===== src/rtl/run_length_detector.sv =====
// rtl/run_length_detector.sv - serial run-length detector with zero/one thresholds
//
// Watches a qualified 1-bit stream and flags when the current run of identical
// bits reaches a programmable length. Zero runs and one runs have separate
// thresholds; a threshold of 0 disables detection for that bit value.
//
// Optional feature macro: RUNDET_HITCNT_EN (enables the saturating hit counter).
//
// Ports:
//   clk       in   clock, rising edge
//   rst       in   synchronous reset, active-high
//   en        in   sample qualifier; x is consumed only when en=1
//   x         in   serial input bit
//   mode      in   0 = level detect, 1 = one pulse per run
//   zero_len  in   zero-run threshold (0 disables)
//   one_len   in   one-run threshold (0 disables)
//   z         out  z_zero | z_one
//   z_zero    out  registered zero-run detect
//   z_one     out  registered one-run detect
//   run_len   out  length of the current run, saturating
//   clr_hits  in   synchronous clear of hit_cnt
//   hit_cnt   out  count of z rising events, saturating (0 without the macro)
module run_length_detector #(
    parameter int CNT_W = 4,
    parameter int HIT_W = 8
) (
    input  logic             clk,
    input  logic             rst,
    input  logic             en,
    input  logic             x,
    input  logic             mode,
    input  logic [CNT_W-1:0] zero_len,
    input  logic [CNT_W-1:0] one_len,
    output logic             z,
    output logic             z_zero,
    output logic             z_one,
    output logic [CNT_W-1:0] run_len,
    input  logic             clr_hits,
    output logic [HIT_W-1:0] hit_cnt
);

    typedef enum logic [1:0] {
        IDLE = 2'd0,
        RUN0 = 2'd1,
        RUN1 = 2'd2
    } state_t;

    localparam logic [CNT_W-1:0] RUN_MAX = '1;

    state_t           state_q, state_d;
    logic [CNT_W-1:0] run_len_q, run_len_d;
    logic             fired_q, fired_d;
    logic             z_zero_q, z_zero_d;
    logic             z_one_q, z_one_d;

    // Working values for the sampled bit.
    logic             same_run;
    logic             fired_run;
    logic [CNT_W-1:0] thr;
    logic             reached;
    logic             det;

    always_ff @(posedge clk) begin
        if (rst) begin
            state_q   <= IDLE;
            run_len_q <= '0;
            fired_q   <= 1'b0;
            z_zero_q  <= 1'b0;
            z_one_q   <= 1'b0;
        end else begin
            state_q   <= state_d;
            run_len_q <= run_len_d;
            fired_q   <= fired_d;
            z_zero_q  <= z_zero_d;
            z_one_q   <= z_one_d;
        end
    end

    always_comb begin
        state_d   = state_q;
        run_len_d = run_len_q;
        fired_d   = fired_q;
        z_zero_d  = 1'b0;
        z_one_d   = 1'b0;
        same_run  = (state_q == RUN0 && !x) || (state_q == RUN1 && x);
        fired_run = fired_q;
        thr       = x ? one_len : zero_len;
        reached   = 1'b0;
        det       = 1'b0;

        if (en) begin
            if (same_run) begin
                if (run_len_q != RUN_MAX) begin
                    run_len_d = run_len_q + 1'b1;
                end
            end else begin
                // New run (or first bit after IDLE): the pulse latch rearms.
                state_d   = x ? RUN1 : RUN0;
                run_len_d = {{(CNT_W-1){1'b0}}, 1'b1};
                fired_run = 1'b0;
            end

            // Threshold is compared against the updated length, so the
            // detect lands on the edge that consumes the qualifying bit.
            reached  = (thr != '0) && (run_len_d >= thr);
            det      = mode ? (reached && !fired_run) : reached;
            fired_d  = fired_run | (mode & det);
            z_one_d  = det & x;
            z_zero_d = det & ~x;
        end
    end

    assign z_zero  = z_zero_q;
    assign z_one   = z_one_q;
    assign z       = z_zero_q | z_one_q;
    assign run_len = run_len_q;

`ifdef RUNDET_HITCNT_EN
    localparam logic [HIT_W-1:0] HIT_MAX = '1;

    logic [HIT_W-1:0] hit_cnt_q, hit_cnt_d;
    logic             z_rise;

    // Counted on the same edge at which z rises.
    assign z_rise = (z_zero_d | z_one_d) & ~z;

    always_comb begin
        hit_cnt_d = hit_cnt_q;
        if (clr_hits) begin
            hit_cnt_d = '0;
        end else if (z_rise && hit_cnt_q != HIT_MAX) begin
            hit_cnt_d = hit_cnt_q + 1'b1;
        end
    end

    always_ff @(posedge clk) begin
        if (rst) begin
            hit_cnt_q <= '0;
        end else begin
            hit_cnt_q <= hit_cnt_d;
        end
    end

    assign hit_cnt = hit_cnt_q;
`else
    logic unused_clr_hits;
    assign unused_clr_hits = clr_hits;
    assign hit_cnt         = '0;
`endif

endmodule


===== config.mk =====
export PLATFORM = sky130hd
export DESIGN_NAME = run_length_detector
export DESIGN_NICKNAME = d
export VERILOG_FILES = /design/src/rtl/run_length_detector.sv
export SDC_FILE = /design/constraint.sdc
export NUM_CORES = 1
export LEC_CHECK = 0
export CAP_MARGIN = 25
export CORE_UTILIZATION = 42
export DETAILED_ROUTE_END_ITERATION = 12
export HOLD_SLACK_MARGIN = 0.1
export PLACE_DENSITY = 0.78
export REMOVE_ABC_BUFFERS = 1
export SYNTH_ARGS = -nofsm -noshare
export SYNTH_HDL_FRONTEND = slang
export SYNTH_SLANG_ARGS = --single-unit

===== constraint.sdc =====
create_clock -name clk -period 3.1 [get_ports clk]
set_clock_uncertainty 0.1 [all_clocks]
set_input_delay 0.93 -clock clk [delete_from_list [all_inputs] [get_ports clk]]
set_output_delay 0.93 -clock clk [all_outputs]
set_load 0.005 [all_outputs]

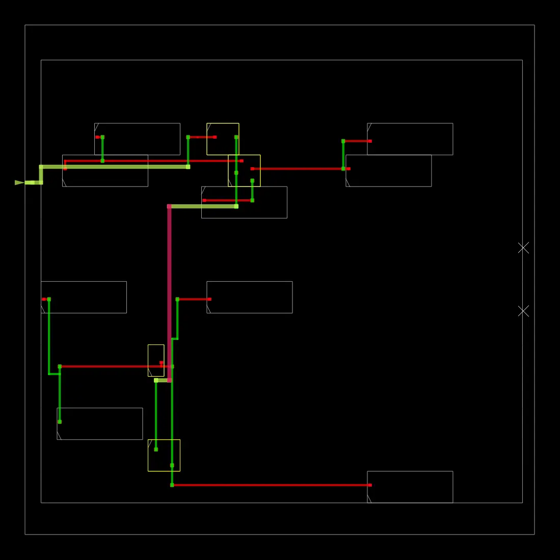
(images/clock_nets.png)
worst skew pair latency: 0.27 ns
Num CTS Buffers: 3
clock network power: 93.7 µW
Flop Count: 9

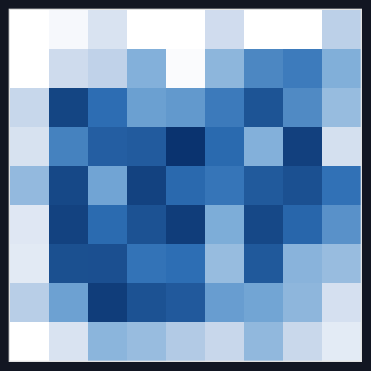
(images/util_map.png)
Drawn at 8 px/µm. The die is cut into 9 by 9 equal tiles; white is low, dark blue is high, 0 to 100% covered.
fullest tile: 99%
nearly empty tiles: 8.6%
mean over tiles: 51%
tiles over 75% full: 32%
fp_density: 0.466
core area: 0.00158 mm²
fin util: 0.637

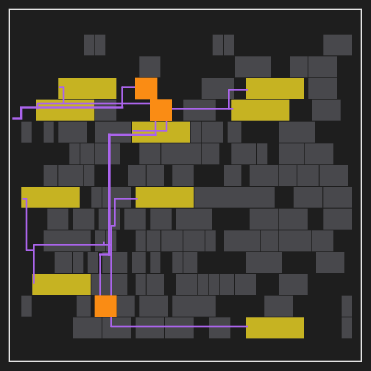
(images/clock_wires.png)
Drawn at 8 px/µm.
[clock wires] purple | length: 150 µm
[clock-net drivers] orange | count: 3
[flip-flops] yellow | count: 9
routed clock nets: 4
clock network power share: 0.321

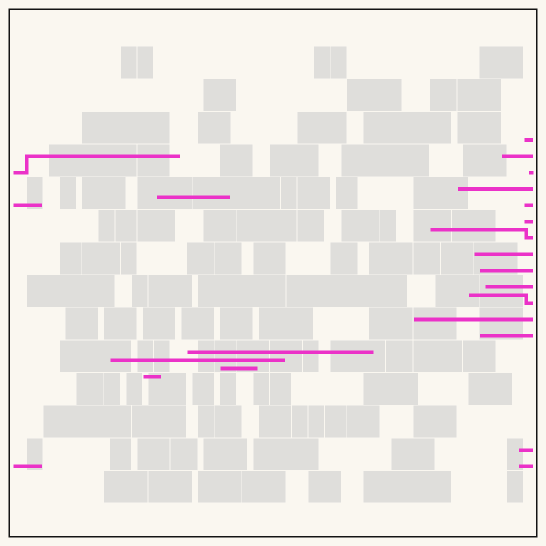
(images/m3.png)
Drawn at 12 px/µm. Cells faint in the background.
wire length on this layer: 110 µm
share of all routed wire: 6.8%
Post-Route WL: 1610 µm
met3 Resource Use GR: 0.0500
via count: 677

==> deck_impl_summary.md <==
Synthesis and Place & Route Summary

Synthesis
  • Post-synth EDFFs: 0
  • Most common library cells after synthesis: nor2_1, dfxtp_1, buf_4
  • Commonest flop: dfxtp_1
  • Cells after synthesis: 84
  • Synth area leader: dfxtp_1
  • Distinct lib cells used: 36
  • Seq share, synth: 0.245
  • Area of the mapped netlist: 734 µm²
  • Syn. warnings: 0
  • Yosys stat cell total: 84
  • Post-Syn Area per Cell: roughly 9 µm²
  • Number of synthesized register bits: 9
  • Yosys chip area: around 730 µm²
  • Synth top area share: 0.245
  • Ys async rst share: 0
  • Most frequent cell after synthesis: nor2_1
  • Cell area leaders: dfxtp_1, ha_1, buf_4, nor2_1, mux2i_1

Setup path
  • Arrival @ worst endpoint: between 2 and 3 ns
  • Crit. End Element: register
  • Required time of the critical path: 3.18 ns
  • Worst Path Max Fanout: 4
  • Crit path kind: in -> reg
  • Critical path launch point type: input port

Final timing
  • Final tally of max-slew violations: 0
  • Worst setup margin: 0.433 ns
  • Final Hold Fails: 0
  • Max Clk Rate: 375 MHz
  • Fin Setup TNS: 0 ns
  • Final setup viols: 0
  • Crit path time final: 2.67 ns
  • RSZ-0062 raised after global routing: false
  • Final Cycle Share: 0.860

Power
  • Pwr Density: 291 mW/mm²
  • Seq pwr share: 0.417
  • Comb power frac: 0.262
  • Cell-internal power: roughly 210 µW
  • LEAKAGE: approximately 0.00043 µW
  • Sw power: roughly 79 µW
  • Sw frac: 0.269
  • Peak VDD IR: 301 µV

Routing
  • DR DRC count: 2
  • Initial DRT Pass Iterations: 10
  • Initial drt markers: 9
  • Antenna Nets Post-Route: 0
  • Via density: 5.25
  • WL/cell: about 13 µm

Placement
  • PortBufs: 19
  • HPWL reported at the end of detailed placement: 1290 µm
  • Final Wtd Congestion: between 0.8 and 0.9
  • Pre-CTS setup slack: -0.255 ns

Run
  • Tool warnings: 26
  • Max cap viols: 0

Global route
  • Global-route usage over all layers: 0.183
  • Global-route wire length before repair: 2540 µm
  • Vias in the first global route: 613
  • Initial antenna violation count: 0
  • Global route overflow: 0
  • Largest net degree at the start of global routing: 10

Floorplan
  • Row cnt: 14
  • Die ar.: approximately 0.0019 mm²
  • DIE WIDTH: ~44 µm
  • Die Height: 43.8 µm
  • Io pins: 29

Clocking
  • Cts repair resizes: 0
  • H-tree depth reported by CTS: 1
  • Clock root cell: clkbuf_4
  • CTS Hold Bufs: 0
  • CTS tree: yes
  • Clock sink total: 9
  • Setup bufs post-CTS: 0
  • Clock transition at path regs: approximately 0.060 ns
  • CTS Buffer Depth: 2

Layout
  • Area Growth Syn to Fin: 36.8%
  • Share of layout cells above drive strength 1: 0.204
  • Nets: 133
  • Inserted Diodes: 0

Worst hold path
  • Tightest Hold Check Type: reg -> reg

Outcome
  • Run status: finished with violations
  • Failing checks: DRC
-- registers in the layout (all words and copies together) (netlist names) --
register / count
z_one: 1
fired_q: 1
run_len: 4
z_zero: 1
state_q: 2
-- placed cells by master (no fill, tap or decap), types with 2 or more instances in the layout --
cell type	instances
clkdlybuf4s50_1	18
nand3_1	2
buf_4	10
and3_1	2
dfxtp_1	9
o21a_1	5
conb_1	8
mux2i_1	4
nor2_1	11
ha_1	4
inv_1	4
clkbuf_4	3
nand2b_1	3
a21oi_1	4
-- critical path, cell delays in order --
cell and delay, ns:
dlymetal6s2s_1 0.17, and3b_1 0.21, nor2_2 0.19, a31oi_1 0.08, o21a_1 0.14, ha_2 0.31, o21a_1 0.11, nor2_1 0.05
or3_4 0.33, nor4_2 0.23
-- layer usage --
| layer | part of all wire | track usage |
|---|---|---|
| met3 | 0.068 | 0.0500 |
| met5 | 0 | 0 |
| met2 | 0.50 | 0.331 |
| met1 | 0.42 | 0.204 |
| met4 | 0.0087 | 0.0563 |
-- power by group through the flow --
stage	clock network, µW	logic, µW	registers (µW)
2_1_floorplan	0	31.4	124
3_3_place_gp	0	71.7	124
3_5_place_dp	0	73.9	125
4_1_cts	99.0	74.3	122
5_1_grt	103	83.5	122
6_report	93.7	76.6	122
-- kinds of logic after synthesis --
| kind of cell | synth area share |
|---|---|
| AND/OR/NAND/NOR | 0.235 |
| AND-OR/OR-AND | 0.208 |
| buffers and inverters | 0.140 |
| flip-flops | 0.245 |
| adder cells (fa/ha/maj) | 0.0852 |
| multiplexers | 0.0698 |
| other | 0.00511 |
| XOR/XNOR | 0.0119 |
-- path summary, 6_finish.rpt --
kind	startpoint	end	slack [ns]	cells past startpoint
setup reg to reg	run_len[0]	z_one	0.60	9
hold / removal	state_q[0]	state_q[0]	0.41	2
hold reg to reg	state_q[0]	state_q[0]	0.41	2
setup / recovery	x	z_zero	0.43	10
-- stage by stage --
step,hold WS (ns),power [µW],area [µm²],instances
final,0.408,292,1000,129
after global routing,0.467,309,1000,129
after CTS,0.423,295,985,129
after detailed placement,0.406,198,958,125
after global placement,0.382,196,958,125
after floorplan,0.363,155,673,80
-- area by class of cell --
type	count	area, µm²
clock buffer	4	26.3
fill	140	572
inverter	4	15.0
multi-input combinational	67	495
sequential	9	180
tap	16	20.0
timing repair buffer	29	268
Power figures rest on the tool's default switching activity, not on a simulated workload.
